===== src/rtl/retire_map_unit_pkg.sv =====
// Shared types and sizing for the retirement map and its free list.
// Latency: n/a (declarations only).
// Backpressure: n/a.
package retire_map_unit_pkg;

    localparam int NUM_ARCH_REGS = 32;
    localparam int NUM_PHYS_REGS = 64;
    localparam int PW            = $clog2(NUM_PHYS_REGS);
    localparam int FL_DEPTH      = NUM_PHYS_REGS - NUM_ARCH_REGS;
    localparam int FL_AW         = $clog2(FL_DEPTH);
    // Free-list pointers and the count carry one extra bit (wrap bit).
    localparam int CNT_W         = FL_AW + 1;

    typedef logic [5:0]       phys_reg_t;
    typedef logic [4:0]       arch_reg_t;
    typedef logic [CNT_W-1:0] fl_ptr_t;

endpackage


===== src/rtl/retire_map_unit_if.sv =====
// Retire/rename-facing bundle: ROB commit, rename allocation, flush, map export.
// Latency: n/a (wires only).
// Backpressure: none; alloc_valid is the only availability indication.
interface retire_map_unit_if;
    import retire_map_unit_pkg::*;

    logic                        commit_valid;
    arch_reg_t                   commit_rd;
    phys_reg_t                   commit_pd;
    logic                        commit_we;
    logic                        alloc_req;
    phys_reg_t                   alloc_pd;
    logic                        alloc_valid;
    logic                        flush;
    logic [NUM_ARCH_REGS*PW-1:0] rrf_map;
    logic [CNT_W-1:0]            free_count;

    // Driven by the ROB / rename side.
    modport master (
        output commit_valid, commit_rd, commit_pd, commit_we, alloc_req, flush,
        input  alloc_pd, alloc_valid, rrf_map, free_count
    );

    // Driven by the retire map unit.
    modport slave (
        input  commit_valid, commit_rd, commit_pd, commit_we, alloc_req, flush,
        output alloc_pd, alloc_valid, rrf_map, free_count
    );

endinterface


===== src/rtl/retire_map_unit_free_list.sv =====
// Circular free list of physical tags with wrap-bit pointers, reset preload and one-cycle flush restore.
// Latency: pop_dat/pop_vld combinational from head; push/pop take effect at the next edge. Optional FL_BYPASS_EN forwards a same-cycle push while empty.
// Backpressure: pop ignored while empty (unless bypassed) or during flush; push while full is dropped.
module retire_map_unit_free_list
    import retire_map_unit_pkg::*;
(
    input  logic             clk,
    input  logic             rst,
    input  logic             push_vld,
    input  phys_reg_t        push_dat,
    input  logic             pop_req,
    input  logic             flush,
    output phys_reg_t        pop_dat,
    output logic             pop_vld,
    output logic [CNT_W-1:0] count
);

    phys_reg_t fl [FL_DEPTH];
    fl_ptr_t   head;
    fl_ptr_t   tail;
    fl_ptr_t   head_nxt;
    fl_ptr_t   tail_nxt;
    logic      empty;
    logic      full;
    logic      push_ok;
    logic      pop_ok;
    logic      byp;

    assign empty   = (head == tail);
    assign full    = (head[FL_AW-1:0] == tail[FL_AW-1:0]) && (head[FL_AW] != tail[FL_AW]);
    assign push_ok = push_vld && !full;

`ifdef FL_BYPASS_EN
    // An empty list can hand out the tag being freed this very cycle.
    assign byp = empty && push_ok;
`else
    assign byp = 1'b0;
`endif

    assign pop_vld = !empty || byp;
    assign pop_dat = byp ? push_dat : fl[head[FL_AW-1:0]];
    assign pop_ok  = pop_req && pop_vld && !flush;
    assign count   = tail - head;

    // Next pointers; flush places head one full lap behind the post-push tail,
    // which reclaims every speculatively handed-out tag still sitting in its slot.
    always_comb begin
        tail_nxt = tail + CNT_W'(push_ok);
        head_nxt = head + CNT_W'(pop_ok);
        if (flush) begin
            head_nxt = {~tail_nxt[FL_AW], tail_nxt[FL_AW-1:0]};
        end
    end

    // Storage and pointer update; reset preloads tags NUM_ARCH_REGS.. in order, list full.
    always_ff @(posedge clk or negedge rst) begin
        if (!rst) begin
            for (int i = 0; i < FL_DEPTH; i++) begin
                fl[i] <= phys_reg_t'(NUM_ARCH_REGS + i);
            end
            head <= '0;
            tail <= {1'b1, {FL_AW{1'b0}}};
        end else begin
            if (push_ok) begin
                fl[tail[FL_AW-1:0]] <= push_dat;
            end
            head <= head_nxt;
            tail <= tail_nxt;
        end
    end

endmodule


===== src/rtl/retire_map_unit.sv =====
// Retirement register file (committed arch->phys map) plus the free list it feeds; FL_BYPASS_EN enables free-list bypass.
// Latency: map update and freed-tag push land one cycle after commit; allocation tag is combinational.
// Backpressure: none toward the ROB; rename sees alloc_valid low when no tag is free.
module retire_map_unit
    import retire_map_unit_pkg::*;
(
    input  logic        clk,
    input  logic        rst,
    retire_map_unit_if.slave bus
);

    phys_reg_t                   rrf [NUM_ARCH_REGS];
    logic                        commit_eff;
    phys_reg_t                   old_pd;
    logic [NUM_ARCH_REGS*PW-1:0] rrf_map;
    phys_reg_t                   alloc_pd;
    logic                        alloc_valid;
    logic [CNT_W-1:0]            free_count;

    // x0 is never renamed, so commits to it neither change the map nor free a tag.
    assign commit_eff = bus.commit_valid && bus.commit_we && (bus.commit_rd != '0);
    assign old_pd     = rrf[bus.commit_rd];

    // Committed map; a flush needs no action here since retirement is never speculative.
    always_ff @(posedge clk or negedge rst) begin
        if (!rst) begin
            for (int i = 0; i < NUM_ARCH_REGS; i++) begin
                rrf[i] <= phys_reg_t'(i);
            end
        end else if (commit_eff) begin
            rrf[bus.commit_rd] <= bus.commit_pd;
        end
    end

    // Flatten the map for the rename-side rebuild after a flush.
    always_comb begin
        rrf_map = '0;
        for (int i = 0; i < NUM_ARCH_REGS; i++) begin
            rrf_map[i*PW +: PW] = rrf[i];
        end
    end

    retire_map_unit_free_list u_free_list (
        .clk      (clk),
        .rst      (rst),
        .push_vld (commit_eff),
        .push_dat (old_pd),
        .pop_req  (bus.alloc_req),
        .flush    (bus.flush),
        .pop_dat  (alloc_pd),
        .pop_vld  (alloc_valid),
        .count    (free_count)
    );

    assign bus.rrf_map     = rrf_map;
    assign bus.alloc_pd    = alloc_pd;
    assign bus.alloc_valid = alloc_valid;
    assign bus.free_count  = free_count;

endmodule


===== src/flat_wrapper.sv =====
// flat-port wrapper written by rule: the top's interface ports become plain ports
module retire_map_unit_flat import retire_map_unit_pkg::*;
  (clk, rst, bus_commit_valid, bus_commit_rd, bus_commit_pd, bus_commit_we, bus_alloc_req, bus_flush, bus_alloc_pd, bus_alloc_valid, bus_rrf_map, bus_free_count);
  retire_map_unit_if bus_i ();
  input  logic clk;
  input  logic rst;
  input wire logic [$bits(bus_i.commit_valid)-1:0] bus_commit_valid;
  input wire logic [$bits(bus_i.commit_rd)-1:0] bus_commit_rd;
  input wire logic [$bits(bus_i.commit_pd)-1:0] bus_commit_pd;
  input wire logic [$bits(bus_i.commit_we)-1:0] bus_commit_we;
  input wire logic [$bits(bus_i.alloc_req)-1:0] bus_alloc_req;
  input wire logic [$bits(bus_i.flush)-1:0] bus_flush;
  output wire logic [$bits(bus_i.alloc_pd)-1:0] bus_alloc_pd;
  output wire logic [$bits(bus_i.alloc_valid)-1:0] bus_alloc_valid;
  output wire logic [$bits(bus_i.rrf_map)-1:0] bus_rrf_map;
  output wire logic [$bits(bus_i.free_count)-1:0] bus_free_count;
  assign bus_i.commit_valid = bus_commit_valid;
  assign bus_i.commit_rd = bus_commit_rd;
  assign bus_i.commit_pd = bus_commit_pd;
  assign bus_i.commit_we = bus_commit_we;
  assign bus_i.alloc_req = bus_alloc_req;
  assign bus_i.flush = bus_flush;
  assign bus_alloc_pd = bus_i.alloc_pd;
  assign bus_alloc_valid = bus_i.alloc_valid;
  assign bus_rrf_map = bus_i.rrf_map;
  assign bus_free_count = bus_i.free_count;
  retire_map_unit u_core (.clk(clk), .rst(rst), .bus(bus_i));
endmodule

===== config.mk =====
export PLATFORM = sky130hd
export DESIGN_NAME = retire_map_unit_flat
export DESIGN_NICKNAME = d
export VERILOG_FILES = /design/src/rtl/retire_map_unit_pkg.sv /design/src/rtl/retire_map_unit_if.sv /design/src/rtl/retire_map_unit_free_list.sv /design/src/rtl/retire_map_unit.sv /design/src/flat_wrapper.sv
export SDC_FILE = /design/constraint.sdc
export NUM_CORES = 1
export LEC_CHECK = 0
export CAP_MARGIN = 10
export CORE_MARGIN = 2
export CORE_UTILIZATION = 55
export DETAILED_ROUTE_END_ITERATION = 8
export PLACE_DENSITY = 0.79
export SYNTH_ARGS = -nofsm -noshare
export SYNTH_HDL_FRONTEND = slang
export SYNTH_SLANG_ARGS = --single-unit

===== constraint.sdc =====
create_clock -name clk -period 5.8 [get_ports clk]
set_input_delay 1.16 -clock clk [delete_from_list [all_inputs] [get_ports clk]]
set_output_delay 1.16 -clock clk [all_outputs]
set_load 0.01 [all_outputs]

### Signal metal coverage by tile, run 1

Scale: 2 px per um. The die is cut into 38 by 38 equal tiles; black is low, pale yellow is high, scaled to the fullest tile. Values are wire area over tile area, all layers added.
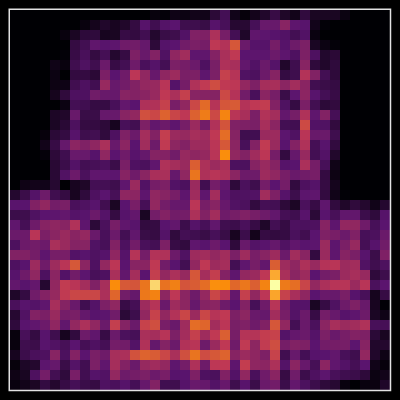
tiles over half the peak: 7.5%
fullest tile: 0.84
mean over tiles: 0.22
nearly empty tiles: 13%
densest ninth of the die: bottom center
emptiest ninth of the die: upper left

### The clock network, run 1

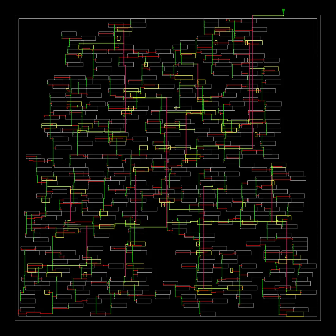
Worst Clk Skew: 23.4 ps
later-pin clock latency in the skew report: 540 ps
clock buffer count from CTS: 42

### Signal wires on met3, run 1

Scale: 2 px per um.
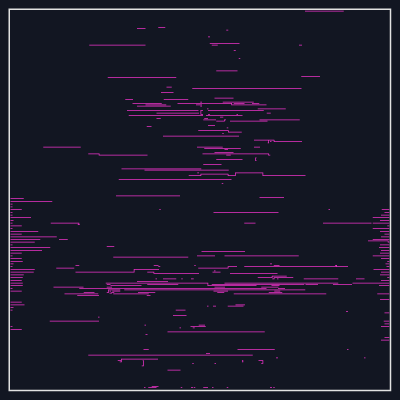
longest straight run: 93.4 um
main direction: horizontal
wire length on this layer: 2750 um
share of all routed wire: 5.6%
nets with wire on the layer: 188

==> impl_metrics.tcl, run 1 <==
# yosys + openroad results
set metrics [dict create \
    route.layer.met1.wl_um 21000 \
    mostFrequentLayoutCells "364 x mux2_2, 219 x clkdlybuf4s50_1, 201 x dfrtp_1" \
    finalPower_w 0.00917 \
    post_cts_buffers 0 \
    drv_cap 0 \
    clock-root-buffer "clkbuf_16" \
    fillCellCount 2410 \
    core.rowCount 68 \
    status "finished clean" \
    final.setup.tns_ps 0 \
    crit_family "buffers and inverters" \
    wl_met2_um 23500 \
    hold-path-endpoint "u_core.bus.rrf_map[4]$_DFFE_PN0P_" \
    drive_gt1_share_pct 48.2 \
    critPathLaunch "u_core.u_free_list.head[1]$_DFF_PN0_" \
    fp_nets 1333 \
    top_layer "met4" \
    layout_top_cell "mux2_2" \
    busiest_layer "met2" \
    rrSetupSlack_ps 2470 \
    firstDrtPassIters 5 \
    slew_violations 0 \
    rsz0062_at_grt "no" \
    max_slew.worst_pin.slew_ps 1060 \
    die_x_um 190 \
    core_area_um2 34300 \
    crit_path_end_kind "primary output" \
    fin_ws_ps 1170 \
    max_freq_ghz 0.216 \
    regToRegStartpoint "u_core.u_free_list.head[1]$_DFF_PN0_" \
]
run 1: final cells by class:
type	instances	area [um^2]	share of cell area (%)
Clock buffer	61	1220	5.32
Clock inverter	16	215	0.935
Multi-Input combinational cell	809	8360	36.3
Sequential cell	396	10200	44.1
Timing Repair Buffer	246	2450	10.6
Inverter	11	41.3	0.179
Tap cell	455	569	2.47
run 1: synth_stat cells, drive strengths merged (2+ instances only):
cell type	instances	area, um^2
and4	2	17.5
or2	3	18.8
o21ai	5	25.0
o22ai	22	138
or3	3	18.8
xnor2	9	78.8
a22oi	19	143
nor2b	5	31.3
nor2	35	171
nand3	51	280
xor2	2	17.5
and3b	3	26.3
nor4	6	86.3
clkbuf	35	133
mux4	55	1240
dfstp	193	5070
nand2	36	135
a21oi	5	25.0
o211ai	5	52.6
mux2i	99	991
a32o	2	20.0
o21a	4	30.0
and3	2	12.5
a32oi	4	35.0
a221oi	3	43.8
mux2	381	4290
or4bb	2	22.5
dfrtp	203	5080
buf	55	325
nor3b	4	30.0
nand4	8	56.3
inv	10	37.5
nand2b	5	31.3
nand4b	3	26.3
ha	9	113
nor3	7	50.1
run 1: cells by family after synthesis:
| family | count (synthesis) | share of synthesized area (%) |
|---|---|---|
| multiplexers | 535 | 34.3 |
| flip-flops | 396 | 53.4 |
| adder cells (fa/ha/maj) | 10 | 0.698 |
| buffers and inverters | 101 | 2.63 |
| AND/OR/NAND/NOR | 180 | 5.58 |
| XOR/XNOR | 11 | 0.507 |
| AND-OR/OR-AND | 73 | 2.87 |
run 1: power by group:
group,switching [W],internal (W)
sequential,0.000396,0.00336
combinational,0.00125,0.00137
clock,0.00110,0.00169
==> run 2: changes to the inputs <==
==> constraint.sdc (replaced) <==
create_clock -name clk -period 4.3 [get_ports clk]
set_input_delay 0.86 -clock clk [delete_from_list [all_inputs] [get_ports clk]]
set_output_delay 0.86 -clock clk [all_outputs]
set_load 0.01 [all_outputs]
### Signal wires on met3, run 2

Scale: 2 px per um.
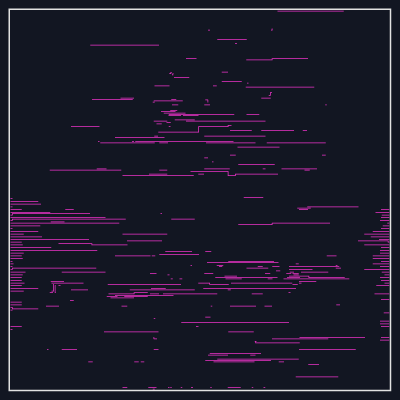
wire length on this layer: 2930 um
main direction: horizontal
longest straight run: 56.6 um

==> impl_metrics.tcl, run 2 <==
# yosys + openroad results
set metrics [dict create \
    mostFrequentLayoutCells "364 x mux2_2, 219 x clkdlybuf4s50_1, 201 x dfrtp_1" \
    skew_ps 19.9 \
    fin_ws_ps 238 \
    max_freq_ghz 0.246 \
    busiest_layer "met2" \
    topCellsByArea "dfrtp_1 27%, dfstp_2 27%, mux2_2 22%" \
    final_antenna_net_count 0 \
    rsz0062_at_grt "no" \
    crit_arrival_ps 3200 \
    finalPower_w 0.0123 \
    wl_per_cell_um 24.5 \
    max_slew.worst_pin.slew_ps 1310 \
    top_area_cell "dfrtp_1" \
    common_cells "364 x mux2_2, 203 x dfrtp_1, 193 x dfstp_2" \
    status "finished clean" \
    critPathLaunch "u_core.u_free_list.head[1]$_DFF_PN0_" \
    clock-root-buffer "clkbuf_16" \
    core_area_um2 34300 \
    slew_violations 0 \
    post_cts_buffers 0 \
    drive_gt1_share_pct 48.7 \
    drv_cap 0 \
    firstDrtPassIters 6 \
    crit_path_end_kind "primary output" \
    die_x_um 190 \
    clkLatencyLatePin_ps 540 \
    core.rowCount 68 \
    fp_nets 1333 \
    final.setup.tns_ps 0 \
    setup_viol 0 \
    top_cell "mux2_2" \
    top_area_share_pct 26.7 \
    fillCellCount 2382 \
    dp_cells 1925 \
]
-- run 2: area by class of cell --
cell class                      instances  area [um^2]  area share [%]
Inverter                               11         41.3           0.178
Clock inverter                         17          175           0.757
Clock buffer                           63         1270            5.50
Timing Repair Buffer                  255         2560            11.1
Tap cell                              455          569            2.46
Sequential cell                       396        10200            43.9
Multi-Input combinational cell        809         8360            36.1
-- run 2: path summary, 6_finish.rpt --
kind | end | slack, ps
max | bus_free_count[5] | 240
min | u_core.bus.rrf_map[77]$_DFFE_PN0P_ | 360
max reg2reg | u_core.u_free_list.fl[106]$_DFFE_PN0P_ | 1110
min reg2reg | u_core.bus.rrf_map[1]$_DFFE_PN0P_ | 420
max in group asynchronous | u_core.u_free_list.fl[110]$_DFFE_PN1P_ | 2880
min in group clk | u_core.bus.rrf_map[1]$_DFFE_PN0P_ | 420
-- run 2: report_power, final --
part / switching [W] / total, W / leakage [nW] / internal (W)
combinational: 0.00168 / 0.00357 / 4.52 / 0.00188
clock: 0.00148 / 0.00372 / 0.725 / 0.00224
sequential: 0.000530 / 0.00506 / 4.72 / 0.00453
total: 0.00369 / 0.0123 / 9.96 / 0.00865
-- run 2: cell families after synthesis --
family                     Yosys count  synth area share [%]
and+or+nand+nor                    180                  5.58
muxes                              535                  34.3
xor gates and xnor gates            11                 0.507
DFF                                396                  53.4
buffers and inverters              101                  2.63
AOI/OAI and AO/OA                   73                  2.87
adders and majority gates           10                 0.698
-- run 2: critical path, stage by stage (launching register included) --
cell,delay [ps]
dfrtp_4,660
inv_1,90
ha_1,320
nor2b_1,140
o21ai_0,200
a21boi_0,190
or4_1,430
nand3_1,110
clkdlybuf4s50_1,540
-- run 2: metal layers --
layer	vias to the layer above	routed length [um]
met5	-	0
met4	0	1440
met3	88	2930
met2	410	23900
met1	6439	20900
li1	5286	-
==> run 3: changes to the inputs <==
--- a/config.mk
+++ b/config.mk
@@ -5,7 +5,6 @@
 export SDC_FILE = /design/constraint.sdc
 export NUM_CORES = 1
 export LEC_CHECK = 0
-export CAP_MARGIN = 10
 export CORE_MARGIN = 2
 export CORE_UTILIZATION = 55
 export DETAILED_ROUTE_END_ITERATION = 8
### Sizing map, run 3

Scale: 2 px per um.
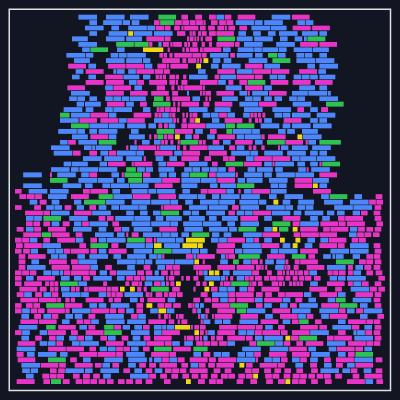
[green] x6 and larger | cells: 68
[magenta] x1 and smaller | cells: 795
[yellow] x3 and x4 | cells: 35
[blue] x2 | cells: 652
Non-clock buffers: 254
post-route cell area: 23100 um^2
worst setup margin: 256 ps

==> impl_metrics.tcl, run 3 <==
# yosys + openroad results
set metrics [dict create \
    ios 222 \
    wl_met2_um 23800 \
    route.layer.met1.wl_um 21000 \
    crit_family "simple AND/OR/NAND/NOR gates" \
    core.rowCount 68 \
    core_area_um2 34300 \
    slowest_delay_ps 660 \
    logic_family "multiplexers" \
    drv_cap 0 \
    simple_gate_share_pct 5.58 \
    die_x_um 190 \
    crit_chain "inv_1 > ha_1 > nor2b_1 > o21ai_0 > a21boi_0 > or4_1 > nand3_1 > clkdlybuf4s50_1" \
    common_cells "364 x mux2_2, 203 x dfrtp_1, 193 x dfstp_2" \
    top_layer "met4" \
    clk_pin_slew_ps 60 \
    top_cell "mux2_2" \
    max_slew.worst_pin.slew_ps 1260 \
    synthAoiAreaFrac_pct 2.87 \
    synth-xor-area-share_pct 0.507 \
    crit_path_top_delay_cell "dfrtp_4" \
    mostFrequentLayoutCells "364 x mux2_2, 219 x clkdlybuf4s50_1, 201 x dfrtp_1" \
    post_cts_buffers 0 \
    top_area_share_pct 26.7 \
    met3WireLength_um 2770 \
    drive_gt1_share_pct 48.7 \
    rrSetupSlack_ps 1120 \
    worst-path-buf-inv 2 \
    fp_nets 1333 \
    final.setup.tns_ps 0 \
    final_antenna_net_count 0 \
    clkLatencyLatePin_ps 550 \
    topCellsByArea "dfrtp_1 27%, dfstp_2 27%, mux2_2 22%" \
    firstDrtPassIters 5 \
    crit_required_ps 3440 \
    skew_ps 21.2 \
    slew_violations 0 \
    max_freq_ghz 0.247 \
    top_area_cell "dfrtp_1" \
    adder_share_pct 0.698 \
    wl_per_cell_um 24.4 \
    finalPower_w 0.0123 \
    yosys-stat-area_um2 19000 \
    clock-root-buffer "clkbuf_16" \
    die_h_um 190 \
    ys_sh_mux_pct 34.3 \
    status "finished clean" \
]
run 3: cell counts after synthesis:
No cell type changed its count.
run 3: area by class of cell:
class                   count  area (um^2)  area share [%]
flip-flops and latches    396        10200            44.0
multi-input cells         809         8360            36.2
clock inverters            17          175           0.758
well taps                 455          569            2.46
clock buffers              63         1270            5.50
repair buffers            254         2540            11.0
inverters                  11         41.3           0.179
run 3: logic make-up after synthesis:
family	count (synthesis)
and+or+nand+nor	180
muxes	535
DFF	396
AOI/OAI and AO/OA	73
buffers and inverters	101
adders and majority gates	10
xor gates and xnor gates	11
run 3: path summary, 6_finish.rpt:
kind	from	endpoint	cells past startpoint
setup / recovery	u_core.u_free_list.head[1]$_DFF_PN0_	bus_free_count[5]	8
hold / removal	rst	u_core.bus.rrf_map[60]$_DFFE_PN0P_	1
setup reg to reg	u_core.u_free_list.head[1]$_DFF_PN0_	u_core.u_free_list.fl[106]$_DFFE_PN0P_	8
hold reg to reg	u_core.bus.rrf_map[1]$_DFFE_PN0P_	u_core.bus.rrf_map[1]$_DFFE_PN0P_	0
max in group asynchronous	rst	u_core.u_free_list.fl[110]$_DFFE_PN1P_	2
min in group clk	u_core.bus.rrf_map[1]$_DFFE_PN0P_	u_core.bus.rrf_map[1]$_DFFE_PN0P_	0
run 3: power by group:
part | internal [W] | total [W] | switching (W)
combinational | 0.00188 | 0.00356 | 0.00168
clock | 0.00224 | 0.00372 | 0.00148
sequential | 0.00453 | 0.00506 | 0.000531
total | 0.00865 | 0.0123 | 0.00369
run 3: per-stage QoR:
stage,setup WS [ps],hold WS [ps],cells
after detailed placement,443,400,1925
after global routing,25.2,403,2005
after CTS,91.1,380,2005
after floorplan,1070,459,1306
final,256,350,2005
after global placement,495,405,1925
Power is estimated from default activity; no workload was simulated.
